===== src/rtl/display_scan_ctrl.sv =====
// display_scan_ctrl: time-multiplexed refresh of a common-anode 7-segment bank.
// Written values wait in a shadow register and are promoted at frame end so a
// frame never mixes old and new digits.
module display_scan_ctrl #(
  parameter int unsigned N_DIG     = 4,
  parameter int unsigned CLK_DIV   = 50000,
  parameter int unsigned BLANK_CYC = 8
) (
  input  logic               clk,
  input  logic               rst,
  input  logic               wr_en,
  input  logic [4*N_DIG-1:0] wr_data,
  input  logic               blank_lz,
  output logic [N_DIG-1:0]   an,
  output logic [6:0]         seg,
  output logic               pending,
  output logic               frame_done
);

  localparam int unsigned DATA_W  = 4 * N_DIG;
  localparam int unsigned CNT_MAX = (CLK_DIV > BLANK_CYC) ? CLK_DIV : BLANK_CYC;
  localparam int unsigned CNT_W   = $clog2(CNT_MAX);
  localparam int unsigned IDX_W   = $clog2(N_DIG);

  localparam logic [CNT_W-1:0] SHOW_LAST  = CNT_W'(CLK_DIV - 1);
  localparam logic [CNT_W-1:0] BLANK_LAST = CNT_W'(BLANK_CYC - 1);
  localparam logic [IDX_W-1:0] IDX_LAST   = IDX_W'(N_DIG - 1);
  localparam logic [6:0]       SEG_OFF    = 7'h7F;

  typedef enum logic {
    S_BLANK = 1'b0,
    S_SHOW  = 1'b1
  } state_t;

  state_t              state_q, state_d;
  logic [CNT_W-1:0]    cnt_q, cnt_d;
  logic [IDX_W-1:0]    idx_q, idx_d;
  logic [DATA_W-1:0]   active_q, active_d;
  logic [DATA_W-1:0]   shadow_q, shadow_d;
  logic                pending_q, pending_d;
  logic [N_DIG-1:0]    an_q, an_d;
  logic [6:0]          seg_q, seg_d;
  logic                frame_done_q, frame_done_d;

  logic                frame_end;
  logic [N_DIG-1:0]    lz_run;
  logic                zero_run;
  logic [3:0]          nib;
  logic                dark;

  // Active-low hex to {g,f,e,d,c,b,a} decode.
  function automatic logic [6:0] seg_decode(input logic [3:0] h);
    logic [6:0] s;
    case (h)
      4'h0: s = 7'h40;
      4'h1: s = 7'h79;
      4'h2: s = 7'h24;
      4'h3: s = 7'h30;
      4'h4: s = 7'h19;
      4'h5: s = 7'h12;
      4'h6: s = 7'h02;
      4'h7: s = 7'h78;
      4'h8: s = 7'h00;
      4'h9: s = 7'h10;
      4'hA: s = 7'h08;
      4'hB: s = 7'h03;
      4'hC: s = 7'h46;
      4'hD: s = 7'h21;
      4'hE: s = 7'h06;
      default: s = 7'h0E;
    endcase
    return s;
  endfunction

  // State register and all datapath/output flops.
  always_ff @(posedge clk or negedge rst) begin
    if (!rst) begin
      state_q      <= S_BLANK;
      cnt_q        <= '0;
      idx_q        <= '0;
      active_q     <= '0;
      shadow_q     <= '0;
      pending_q    <= 1'b0;
      an_q         <= '1;
      seg_q        <= SEG_OFF;
      frame_done_q <= 1'b0;
    end else begin
      state_q      <= state_d;
      cnt_q        <= cnt_d;
      idx_q        <= idx_d;
      active_q     <= active_d;
      shadow_q     <= shadow_d;
      pending_q    <= pending_d;
      an_q         <= an_d;
      seg_q        <= seg_d;
      frame_done_q <= frame_done_d;
    end
  end

  // Next-state: slot timing, digit advance, shadow capture and frame-end promotion.
  always_comb begin
    state_d   = state_q;
    cnt_d     = cnt_q + CNT_W'(1);
    idx_d     = idx_q;
    active_d  = active_q;
    shadow_d  = shadow_q;
    pending_d = pending_q;
    frame_end = 1'b0;

    if (wr_en) begin
      shadow_d  = wr_data;
      pending_d = 1'b1;
    end

    case (state_q)
      S_BLANK: begin
        if (cnt_q == BLANK_LAST) begin
          state_d = S_SHOW;
          cnt_d   = '0;
        end
      end
      S_SHOW: begin
        if (cnt_q == SHOW_LAST) begin
          state_d = S_BLANK;
          cnt_d   = '0;
          if (idx_q == IDX_LAST) begin
            idx_d     = '0;
            frame_end = 1'b1;
          end else begin
            idx_d = idx_q + IDX_W'(1);
          end
        end
      end
    endcase

    // Promotion uses the shadow before this edge; a same-edge write stays pending.
    if (frame_end && pending_q) begin
      active_d  = shadow_q;
      pending_d = wr_en;
    end

    frame_done_d = frame_end;
  end

  // Output decode from next-state values so registered an/seg align with state_q.
  always_comb begin
    zero_run = 1'b1;
    lz_run   = '0;
    nib      = 4'h0;
    dark     = 1'b0;
    an_d     = '1;
    seg_d    = SEG_OFF;

    for (int i = int'(N_DIG) - 1; i >= 0; i--) begin
      zero_run  = zero_run & (active_d[4*i +: 4] == 4'h0);
      lz_run[i] = zero_run;
    end

    for (int unsigned i = 0; i < N_DIG; i++) begin
      if (IDX_W'(i) == idx_d) begin
        nib  = active_d[4*i +: 4];
        dark = blank_lz && (i != 0) && lz_run[i];
      end
    end

    if (state_d == S_SHOW && !dark) begin
      for (int unsigned i = 0; i < N_DIG; i++) begin
        an_d[i] = (IDX_W'(i) != idx_d);
      end
      seg_d = seg_decode(nib);
    end
  end

  assign an         = an_q;
  assign seg        = seg_q;
  assign pending    = pending_q;
  assign frame_done = frame_done_q;

endmodule


===== config.mk =====
export PLATFORM = sky130hd
export DESIGN_NAME = display_scan_ctrl
export DESIGN_NICKNAME = d
export VERILOG_FILES = /design/src/rtl/display_scan_ctrl.sv
export SDC_FILE = /design/constraint.sdc
export NUM_CORES = 1
export LEC_CHECK = 0
export CAP_MARGIN = 20
export CORE_ASPECT_RATIO = 1.1
export CORE_MARGIN = 2
export CORE_UTILIZATION = 60
export DETAILED_ROUTE_END_ITERATION = 6
export PLACE_DENSITY = 0.84
export SLEW_MARGIN = 20
export SYNTH_ARGS = -nofsm -noshare
export SYNTH_HDL_FRONTEND = slang
export SYNTH_SLANG_ARGS = --single-unit

===== constraint.sdc =====
create_clock -name clk -period 5.27 [get_ports clk]
set_input_delay 1.054 -clock clk [delete_from_list [all_inputs] [get_ports clk]]
set_output_delay 1.054 -clock clk [all_outputs]
set_load 0.03 [all_outputs]

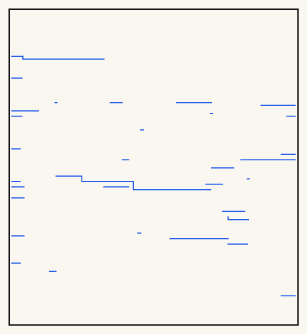
(images/met3.png)
Scale: 4 px per um.
longest straight run: 20.2 um
wire length on this layer: 187 um
share of all routed wire: 3.4%
main direction: horizontal

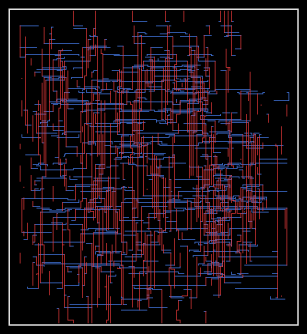
(images/metal_stack.png)
Scale: 4 px per um. Two of the layers only.
[blue] met1 | wire length: 2,170 um
[red] met2 | wire length: 2,930 um
wire length after detailed routing: 5.45 mm
overall track demand over capacity in global routing: 0.220
number of vias after detailed routing: 1,957
per-cell routed wire length: 15.8 um

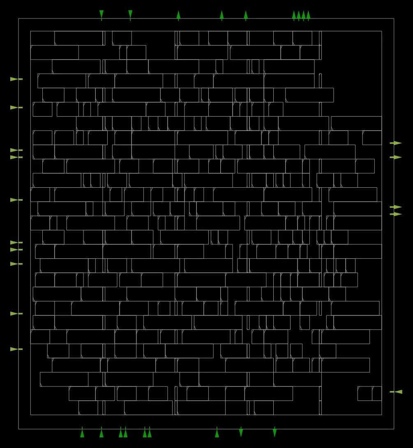
(images/final_placement.png)
Final Instance Count excl. Fillers: 344
fraction of area in registers: 0.457
Fillers: 362
count of flip-flops and latches: 64
Rows: 27

==> impl_metrics.py <==
# Flow results
metrics = {
    "critical_path": {
        "cp.arrival_ns": 4.05,
        "r2r-start": "cnt_q[4]",
        "critical_path_required_ns": 5.52,
        "worstSetupEndpoint": "seg[0]",
        "crit_start": "cnt_q[4]",
        "endpoint_kind_of_the_worst_setup_timing_path": "register",
        "worstPathMaxFanout": 12,
        "number_of_cells_traversed_by_the_worst_register_to_register_path": 9,
        "critical_path_class": "register to register",
    },
    "cts": {
        "clock_transition_at_the_register_clock_pins_on_the_worst_setup_and_hold_paths_after_cts_ns": 0.06,
        "post_cts_resized": 0,
        "tritoncts": "yes",
        "cts.htree.levels": 3,
        "cts.hold.buffers_added": 0,
    },
    "yosys": {
        "synth.yosys.seq_area_share": 0.532,
        "enable_flop_cells": 0,
        "post-synth-top-count-cell": "dfrtp_1",
        "ys_sh_xor": 0.0404,
        "yosys_most_used_dff": "dfrtp_1",
        "synth_simple_gate_area_share": 0.124,
        "synth_async_sr_flop_share": 1.00,
        "fp_nets": 271,
        "top_cells_by_count": "dfrtp_1, mux2_2, mux2i_1",
        "synth_area_per_cell_um2": 12.4,
        "post-synth-top-area-fraction": 0.437,
        "number_of_standard_cells_reported_by_yosys": 244,
        "syn-instance-count": 244,
        "topCellsByArea": "dfrtp_1, mux2_2, dfstp_2, mux2i_1, mux2i_4",
        "aoi_share": 0.0425,
        "synth.logic.top_family": "multiplexers",
    },
    "route": {
        "detail-route-antenna-nets": 0,
        "post-route-drc-count": 0,
        "wl_met2_mm": 2.93,
        "m1WireLength_mm": 2.17,
        "dr.max_layer_used": "met4",
        "drt_first_pass_iters": 4,
    },
    "min_path": {
        "hold_path_end": "cnt_q[0]",
        "min-delay-start": "cnt_q[0]",
    },
    "pwr": {
        "clkPwrFrac": 0.379,
        "power.share.combinational": 0.045,
        "cellPowerDensity_nw_per_um2": 252,
    },
    "timing": {
        "slew_headroom": 0.436,
        "slew_worst_pin_ns": 0.822,
        "grt_setup_unrepaired": "no",
        "tns_ns": 0,
        "count_of_endpoints_failing_hold_in_the_final_timing_report": 0,
    },
    "run_status": {
        "status": "finished, final reports clean",
    },
    "floorplan": {
        "fp.dieArea_um2": 5640,
        "die-height_um": 78.6,
        "initial_core_util": 0.615,
    },
    "place": {
        "gp_congestion": 0.862,
        "half_perimeter_wire_length_after_detailed_placement_mm": 3.95,
        "buffer_ports.inserted": 32,
    },
    "finish": {
        "final_nets": 308,
        "layout_top_cell": "dfrtp_1",
        "area_growth_from_synthesis_to_final_layout_pct": 16.5,
        "register_area_um2": 1620,
    },
    "global_route": {
        "grt_first_pass_wirelength_mm": 9.30,
        "grt_use_met3": 0.0513,
        "first_global_vias": 2020,
        "busiest_layer": "met2",
    },
    "job": {
        "warnings": 30,
    },
}
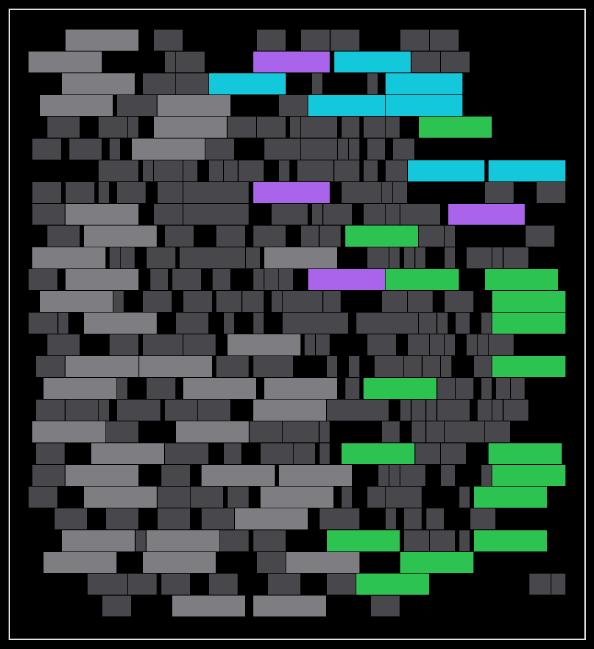
(images/registers.png)
Scale: 8 px per um. Other sequential cells in the stronger gray, the rest of the logic in the fainter gray.
[cyan] seg | placed flops: 7
[green] cnt_q | placed flops: 16
[purple] an | placed flops: 4
not colored: 37

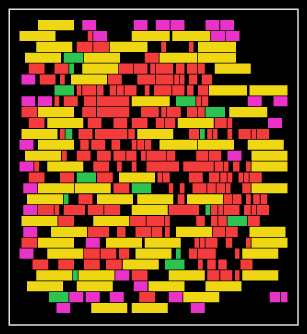
(images/cell_classes.png)
Scale: 4 px per um.
[yellow] flip-flops | cells: 64 | share of their area: 47%
[magenta] other buffers and delay cells | cells: 33 | share of their area: 9.3%
[green] clock drivers and dummy loads | cells: 16 | share of their area: 4.4%
[red] all other logic | cells: 173 | share of their area: 40%
fraction of the core area covered by cells at the end of the flow: 0.717
core area: 4930 um2
Non-Filler Cell Area, Final: 3530 um2

critical path, cell delays in order, from the launching register on:
cell	delay [ns]
dfrtp_1	0.42
or4_4	0.58
nor4_4	0.35
nand2_2	0.16
mux2i_2	0.64
mux2_2	0.41
mux2i_1	0.62
or2_2	0.25
a21oi_1	0.07
o31ai_1	0.20
logic make-up after synthesis:
family / Yosys count
adder cells (fa/ha/maj): 7
buffers and inverters: 23
XOR/XNOR: 14
AND/OR/NAND/NOR: 68
multiplexers: 50
AND-OR/OR-AND: 18
flip-flops: 64
metrics by stage:
step                      total power [mW]  hold slack [ns]  worst slack [ns]  cell area (um2)  cells
after detailed placement             0.562            0.447              1.29             3380    328
after floorplan                      0.534            0.425              2.07             3030    244
after CTS                            0.902            0.455              1.26             3530    344
after global placement               0.560            0.439              1.44             3380    328
after global routing                 0.926            0.503              1.18             3530    344
final                                0.890            0.455              1.47             3530    344
final cells by class:
class / count / area share
Clock inverter: 1 / 0.00142
Multi-Input combinational cell: 157 / 0.371
Timing Repair Buffer: 33 / 0.0913
Clock buffer: 15 / 0.0414
Tap cell: 58 / 0.0205
Sequential cell: 64 / 0.457
Inverter: 16 / 0.0170
registers in the layout (all words and copies together) (netlist names):
| register | flops |
|---|---|
| cnt_q | 16 |
| shadow_q | 16 |
| seg | 7 |
| pending | 1 |
| frame_done | 1 |
| state_q | 1 |
| active_q | 16 |
| idx_q | 2 |
| an | 4 |
power by group through the flow:
| stage | combinational (mW) | sequential, mW | clock [mW] |
|---|---|---|---|
| floorplan | 0.0158 | 0.518 | 0 |
| global placement | 0.0396 | 0.520 | 0 |
| detailed placement | 0.0411 | 0.521 | 0 |
| CTS | 0.0413 | 0.513 | 0.348 |
| global route | 0.0453 | 0.514 | 0.367 |
| finish | 0.0402 | 0.512 | 0.338 |
Power is estimated from default activity; no workload was simulated.
